--- config.mk ---
export PLATFORM = sky130hd
export DESIGN_NAME = link_master_fsm_flat
export DESIGN_NICKNAME = d
export VERILOG_FILES = /design/src/rtl/link_pkg.sv /design/src/rtl/link_master_fsm_if.sv /design/src/rtl/link_byte_fifo.sv /design/src/rtl/link_master_fsm.sv /design/src/flat_wrapper.sv
export SDC_FILE = /design/constraint.sdc
export NUM_CORES = 1
export LEC_CHECK = 0
export CAP_MARGIN = 5
export CORE_MARGIN = 2
export CORE_UTILIZATION = 52
export CTS_BUF_LIST = sky130_fd_sc_hd__clkbuf_2
export DETAILED_ROUTE_END_ITERATION = 12
export PLACE_DENSITY = 0.8
export SYNTH_ARGS = -nofsm -noshare
export SYNTH_HDL_FRONTEND = slang
export SYNTH_SLANG_ARGS = --single-unit
--- constraint.sdc ---
create_clock -name clk -period 3.2 [get_ports clk]
set_clock_uncertainty 0.05 [all_clocks]
set_input_delay 0.48 -clock clk [delete_from_list [all_inputs] [get_ports clk]]
set_output_delay 0.48 -clock clk [all_outputs]
set_load 0.005 [all_outputs]
--- src/rtl/link_pkg.sv ---
// Shared definitions for the req/ack byte link.
// Used by both the master and slave sides.
package link_pkg;

    localparam int DATA_W_DEF = 8;

    typedef enum logic [1:0] {
        IDLE     = 2'd0,
        REQ_HIGH = 2'd1,
        REQ_LOW  = 2'd2,
        ERR      = 2'd3
    } link_state_e;

endpackage

--- src/rtl/link_master_fsm_if.sv ---
// Host write port plus req/ack link signals of the link master.
// master: the link master itself; slave: the host/link partner side.
interface link_master_fsm_if
    import link_pkg::*;
#(
    parameter int DATA_W = DATA_W_DEF
) ();

    logic              wr_en;
    logic [DATA_W-1:0] wr_data;
    logic              full;
    logic              req;
    logic [DATA_W-1:0] data_out;
    logic              ack;
    logic              busy;
    logic              done;
    logic              timeout_err;
    logic              fatal_err;
    logic [7:0]        sent_count;

    modport master (
        input  wr_en, wr_data, ack,
        output full, req, data_out, busy,
        output done, timeout_err, fatal_err, sent_count
    );

    modport slave (
        output wr_en, wr_data, ack,
        input  full, req, data_out, busy,
        input  done, timeout_err, fatal_err, sent_count
    );

endinterface

--- src/rtl/link_byte_fifo.sv ---
// Synchronous byte queue with a registered full flag.
// Writes are refused whenever full_o is set, even if a pop happens alongside.
module link_byte_fifo
    import link_pkg::*;
#(
    parameter int DATA_W     = DATA_W_DEF,
    parameter int FIFO_DEPTH = 4
) (
    input  logic              clk,
    input  logic              rst,
    input  logic              push_i,
    input  logic [DATA_W-1:0] data_i,
    input  logic              pop_i,
    output logic [DATA_W-1:0] data_o,
    output logic              empty_o,
    output logic              full_o
);

    localparam int AW = $clog2(FIFO_DEPTH);
    localparam logic [AW:0] DEPTH_C = (AW+1)'(FIFO_DEPTH);

    logic [DATA_W-1:0] mem_q [FIFO_DEPTH];
    logic [AW-1:0]     wr_ptr_q;
    logic [AW-1:0]     rd_ptr_q;
    logic [AW:0]       cnt_q;
    logic [AW:0]       cnt_d;
    logic              full_q;
    logic              push_ok;
    logic              pop_ok;

    assign push_ok = push_i && !full_q;
    assign pop_ok  = pop_i && (cnt_q != '0);

    always_comb begin
        cnt_d = cnt_q;
        unique case ({push_ok, pop_ok})
            2'b10:   cnt_d = cnt_q + 1'b1;
            2'b01:   cnt_d = cnt_q - 1'b1;
            default: cnt_d = cnt_q;
        endcase
    end

    // Power-of-2 depth lets the pointers wrap on their own.
    always_ff @(posedge clk or posedge rst) begin
        if (rst) begin
            wr_ptr_q <= '0;
            rd_ptr_q <= '0;
            cnt_q    <= '0;
            full_q   <= 1'b0;
        end else begin
            if (push_ok) wr_ptr_q <= wr_ptr_q + 1'b1;
            if (pop_ok)  rd_ptr_q <= rd_ptr_q + 1'b1;
            cnt_q  <= cnt_d;
            full_q <= (cnt_d == DEPTH_C);
        end
    end

    always_ff @(posedge clk) begin
        if (push_ok) mem_q[wr_ptr_q] <= data_i;
    end

    assign data_o  = mem_q[rd_ptr_q];
    assign empty_o = (cnt_q == '0);
    assign full_o  = full_q;

endmodule

--- src/rtl/link_master_fsm.sv ---
// Link master: queues host bytes and sends each over a four-phase req/ack handshake,
// with per-edge ack timeouts, a sticky fatal error and an acked-byte counter.
module link_master_fsm
    import link_pkg::*;
#(
    parameter int DATA_W     = DATA_W_DEF,
    parameter int FIFO_DEPTH = 4,
    parameter int TIMEOUT    = 16
) (
    input logic              clk,
    input logic              rst,
    link_master_fsm_if.master lnk
);

    localparam int TW = $clog2(TIMEOUT);
    localparam logic [TW-1:0] TMAX = TW'(TIMEOUT - 1);

    link_state_e       state_q;
    logic [TW-1:0]     timer_q;
    logic              req_q;
    logic [DATA_W-1:0] data_q;
    logic              done_q;
    logic              tout_q;
    logic              fatal_q;
    logic [7:0]        cnt_q;

    logic              fifo_empty;
    logic              fifo_full;
    logic [DATA_W-1:0] fifo_data;
    logic              pop;

    assign pop = (state_q == IDLE) && !fifo_empty;

    link_byte_fifo #(
        .DATA_W     (DATA_W),
        .FIFO_DEPTH (FIFO_DEPTH)
    ) u_fifo (
        .clk     (clk),
        .rst     (rst),
        .push_i  (lnk.wr_en),
        .data_i  (lnk.wr_data),
        .pop_i   (pop),
        .data_o  (fifo_data),
        .empty_o (fifo_empty),
        .full_o  (fifo_full)
    );

    always_ff @(posedge clk or posedge rst) begin
        if (rst) begin
            state_q <= IDLE;
            timer_q <= '0;
            req_q   <= 1'b0;
            data_q  <= '0;
            done_q  <= 1'b0;
            tout_q  <= 1'b0;
            fatal_q <= 1'b0;
            cnt_q   <= '0;
        end else begin
            done_q <= 1'b0;
            tout_q <= 1'b0;
            unique case (state_q)
                IDLE: begin
                    if (!fifo_empty) begin
                        data_q  <= fifo_data;
                        req_q   <= 1'b1;
                        timer_q <= '0;
                        state_q <= REQ_HIGH;
                    end
                end
                REQ_HIGH: begin
                    if (lnk.ack) begin
                        req_q   <= 1'b0;
                        done_q  <= 1'b1;
                        cnt_q   <= cnt_q + 8'd1;
                        timer_q <= '0;
                        state_q <= REQ_LOW;
                    end else if (timer_q == TMAX) begin
                        req_q   <= 1'b0;
                        tout_q  <= 1'b1;
                        timer_q <= '0;
                        state_q <= REQ_LOW;
                    end else begin
                        timer_q <= timer_q + 1'b1;
                    end
                end
                REQ_LOW: begin
                    if (!lnk.ack) begin
                        state_q <= IDLE;
                    end else if (timer_q == TMAX) begin
                        fatal_q <= 1'b1;
                        state_q <= ERR;
                    end else begin
                        timer_q <= timer_q + 1'b1;
                    end
                end
                ERR: begin
                    req_q   <= 1'b0;
                    fatal_q <= 1'b1;
                end
                default: state_q <= IDLE;
            endcase
        end
    end

    assign lnk.full        = fifo_full;
    assign lnk.req         = req_q;
    assign lnk.data_out    = data_q;
    assign lnk.busy        = (state_q != IDLE) || !fifo_empty;
    assign lnk.done        = done_q;
    assign lnk.timeout_err = tout_q;
    assign lnk.fatal_err   = fatal_q;
    assign lnk.sent_count  = cnt_q;

endmodule

--- src/flat_wrapper.sv ---
// flat-port wrapper written by rule: the top's interface ports become plain ports
module link_master_fsm_flat import link_pkg::*;
#(
    parameter int DATA_W     = DATA_W_DEF,
    parameter int FIFO_DEPTH = 4,
    parameter int TIMEOUT    = 16
)
  (clk, rst, lnk_wr_en, lnk_wr_data, lnk_ack, lnk_full, lnk_req, lnk_data_out, lnk_busy, lnk_done, lnk_timeout_err, lnk_fatal_err, lnk_sent_count);
  link_master_fsm_if #(.DATA_W(DATA_W)) lnk_i ();
  input logic clk;
  input logic rst;
  input wire logic [$bits(lnk_i.wr_en)-1:0] lnk_wr_en;
  input wire logic [$bits(lnk_i.wr_data)-1:0] lnk_wr_data;
  input wire logic [$bits(lnk_i.ack)-1:0] lnk_ack;
  output wire logic [$bits(lnk_i.full)-1:0] lnk_full;
  output wire logic [$bits(lnk_i.req)-1:0] lnk_req;
  output wire logic [$bits(lnk_i.data_out)-1:0] lnk_data_out;
  output wire logic [$bits(lnk_i.busy)-1:0] lnk_busy;
  output wire logic [$bits(lnk_i.done)-1:0] lnk_done;
  output wire logic [$bits(lnk_i.timeout_err)-1:0] lnk_timeout_err;
  output wire logic [$bits(lnk_i.fatal_err)-1:0] lnk_fatal_err;
  output wire logic [$bits(lnk_i.sent_count)-1:0] lnk_sent_count;
  assign lnk_i.wr_en = lnk_wr_en;
  assign lnk_i.wr_data = lnk_wr_data;
  assign lnk_i.ack = lnk_ack;
  assign lnk_full = lnk_i.full;
  assign lnk_req = lnk_i.req;
  assign lnk_data_out = lnk_i.data_out;
  assign lnk_busy = lnk_i.busy;
  assign lnk_done = lnk_i.done;
  assign lnk_timeout_err = lnk_i.timeout_err;
  assign lnk_fatal_err = lnk_i.fatal_err;
  assign lnk_sent_count = lnk_i.sent_count;
  link_master_fsm #(.DATA_W(DATA_W), .FIFO_DEPTH(FIFO_DEPTH), .TIMEOUT(TIMEOUT)) u_core (.clk(clk), .rst(rst), .lnk(lnk_i));
endmodule
### Floorplan with the power grid

Scale bar: 20 um. Pins as bars on the die edge.
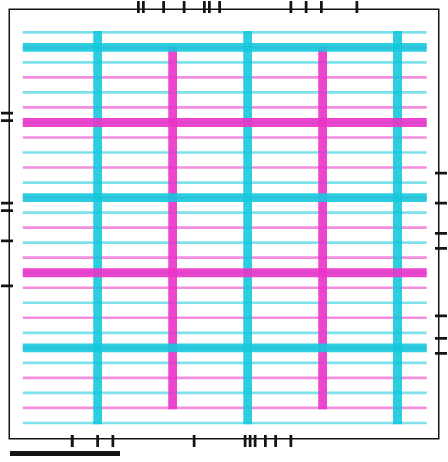
color	net
magenta	VDD
cyan	VSS
rows	26
met5 straps	5
met4 straps	5
Core Box Area: 5170 um2
die extent in y: 77.5 um

==> CHANGELOG.md <==
### Physical design

- Outcome: complete, no violations
- Hold Path Class: in -> async
- Non-clk bufs: 35
- Comb_multi_in: 114
- Most frequent cells in the layout: 34 x dfrtp_1, 33 x clkdlybuf4s50_1, 32 x nand2_1, 32 x edfxtp_1, 12 x clkbuf_2
- Vias in the first global route: 1743
- Largest area contributor in the netlist: edfxtp_1
- Drt via density: 5.26
- Met1 usage: 22.9%
- GR Overflow Total: 0
- # Taps: 70
- Post-synth seq share: 64.5%
- Leakage: 0.00135 uW
- Total track usage: 18.1%
- Number of sequential cells: 66
- Placed cell area: 3220 um2
- Clock Sinks: 66
- Ys Warns: 0
- Area share, top type: 34.2%
- Cell Pwr Density: 871 nW/um2
- Worst-path clk slew: 0.16 ns
- Synthesized cell area: 2810 um2
- Flip-flops with a built-in enable: 32
- Clkbuf count: 12
- Sum Neg Setup Slack: 0 ns
- Die Wd: 77.5 um
- Synthesized registers: 66
- Largest cells by area: edfxtp_1 34%, dfrtp_1 30%, mux4_2 6.4%, ha_1 4.9%, nand2_1 4.3%
- Ys cells: 195
- Area Growth Syn to Fin: 17.7%
- Final period util: 91.8%
- Post-DRT Antenna Nets: 0
- TritonRoute pass-1 iters: 4
- WP data required: 3.55 ns
- # IOs: 34
- Via count: 1637
- VDD IR max: 388 uV
- CTS Buf Count: 9
- Depth of the most critical reg-to-reg path: 8
- Pin count of the biggest net entering global routing: 35
- Worst Setup End Kind: flip-flop
- Filler cell count: 387
- Non-clk buf share: 10.4%
- Largest fanout on the critical path: 11
- Met3 usage: 3.95%
- Inverters: 10
- Htree depth: 3
- WL per Instance: 14.9 um
- Antenna cells: 0
- Final min period: 2.94 ns
- Routed WL: 4640 um
- YS chip area: 2810 um2
- Slew HR: 60.5%
- Fraction of registers with async set/reset: 51.5%
- GRT Max-Usage Layer: met2
- Hold Vio Cnt, Final: 0
- Worst slew pin tran: 0.593 ns
- CP startpoint kind: flip-flop
- Late-Pin Clk Latency: 0.47 ns
- First DRT Iteration DRCs: 130
- Clock buffer depth: 2
- Root buf cell: clkbuf_2
- HPWL after DPL: 3160 um
- Area occupied by registers: 1810 um2
- Clock-cell share: 2.38%
- Fin. max-slew vios: 0
- Final net count: 260
- Initial Utilization: 54.3%
- Synth Instances: 195
- IO buf count: 33
- Multi-input logic portion of the cell area: 28.6%
- Global-route wire length before repair: 8250 um
- Layout cells sized above 1: 14.9%
- Initial antenna violation count: 0
- RSZ-0062 raised after global routing: false
- Gate Area: 945 um2
- Chip Area: 6000 um2
- Floorplan Nets: 219
- Setup violators final: 0
- Arr. time, crit path: 3.28 ns
- Cell Type Count: 34
- CP Class: reg -> reg
- Tool warnings: 32
- Top_reg_cell synth: dfrtp_1
- CTS hold repair buffers: 0
- GRT met2 Usage: 29.5%
- Max Fclk: 341 MHz
- Final Wtd Congestion: 0.842
- Leading cell kind: registers
- CTS tree: built
- Maxcap violations: 0
- Most frequent logic cell in the layout: dfrtp_1
- Mapped Avg Cell Area: 14.4 um2
- Post-route DRC: 0
### Cells colored by class

Scale bar: 20 um.
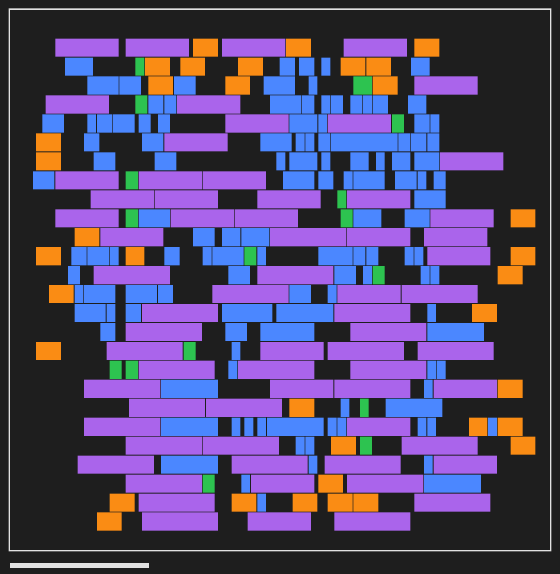
color	class	cells	share of their area
orange	remaining buffers and delay cells	35	11%
purple	sequential cells	66	56%
green	clock drivers and dummy loads	16	2.4%
blue	remaining logic cells	124	31%
flop share of the area: 54.8%
final design utilization: 63.9%
Post-Layout Inst Area: 3310 um2
Std-Cell Rows: 26

==> logic make-up (layout without fill, tap and decap cells) <==
| group | Yosys count | count (layout) | share of synthesized area [%] |
|---|---|---|---|
| flops | 66 | 66 | 64.5 |
| simple gates | 59 | 59 | 10.3 |
| compound gates | 17 | 17 | 4.90 |
| buf+inv | 15 | 61 | 2.14 |
| xor+xnor | 13 | 13 | 4.06 |
| mux | 13 | 13 | 8.42 |
| fa+ha+maj | 12 | 12 | 5.61 |
==> flip-flops by register name, summed over array words and instances (netlist names) <==
name	flops
u_core.lnk.fatal_err	1
u_core.u_fifo.wr_ptr_q	2
u_core.u_fifo.rd_ptr_q	2
u_core.lnk.sent_count	8
u_core.u_fifo.cnt_q	3
u_core.u_fifo.mem_q	32
u_core.lnk.data_out	8
u_core.lnk.done	1
u_core.lnk.timeout_err	1
u_core.lnk.req	1
u_core.state_q	2
u_core.timer_q	4
u_core.u_fifo.full_o	1
==> where the power goes <==
part           internal (uW)  switching [uW]
Clock                    105             274
Sequential              1140             217
Combinational            626             515
Total                   1870            1010
==> metrics by stage <==
stage | hold slack (ns) | util [%] | setup WS [ns] | cells | total power, uW
2_1_floorplan | 0.417 | - | 0.593 | 195 | 2110
3_5_place_dp | 0.417 | 62.2 | 0.0235 | 295 | 2510
6_report | 0.331 | 63.9 | 0.264 | 311 | 2880
3_3_place_gp | 0.414 | 62.2 | 0.171 | 295 | 2470
5_1_grt | 0.315 | 63.9 | 0.00271 | 311 | 3100
4_1_cts | 0.324 | 63.9 | 0.239 | 311 | 2900
==> Yosys cell counts, drive strengths merged, types with 2 or more instances <==
cell	number
a21o	2
a21oi	5
a22o	2
and2	5
buf	3
clkbuf	2
dfrtp	34
edfxtp	32
ha	11
inv	10
mux2	5
mux4	8
nand2	32
nand3	5
nand4	3
nor2	4
nor2b	2
nor3b	2
o21ai	3
xnor2	11
xor2	2
==> critical path, stage by stage (launching register included) <==
cell and delay [ns]:
dfrtp_1 0.50, o31ai_4 0.51, inv_1 0.32, ha_1 0.33, fa_1 0.44, xnor2_1 0.14
nor2_1 0.13, xor2_1 0.22, nor3b_1 0.22
==> layer usage <==
metal	part of all wire, %	vias to the layer above
met5	0	-
met4	2.7	0
met3	2.6	9
met2	50	32
met1	45	820
li1	-	776
==> final timing paths <==
check                                      endpoint  slack (ns)                     start
setup / recovery               u_core.u_fifo.full_o        0.26    u_core.u_fifo.cnt_q[0]
hold / removal               u_core.lnk.data_out[5]        0.33                       rst
setup reg to reg               u_core.u_fifo.full_o        0.26    u_core.u_fifo.cnt_q[0]
hold reg to reg            u_core.lnk.sent_count[7]        0.43  u_core.lnk.sent_count[7]
max in group asynchronous         u_core.timer_q[0]        2.47                       rst
min in group clk           u_core.lnk.sent_count[7]        0.43  u_core.lnk.sent_count[7]
==> what timing repair did <==
item | CTS | global route
gates resized | 1 | 0
endpoints found under the setup margin | 1 | 0
setup buffers | 0 | 0
Power and IR drop assume default switching activity.
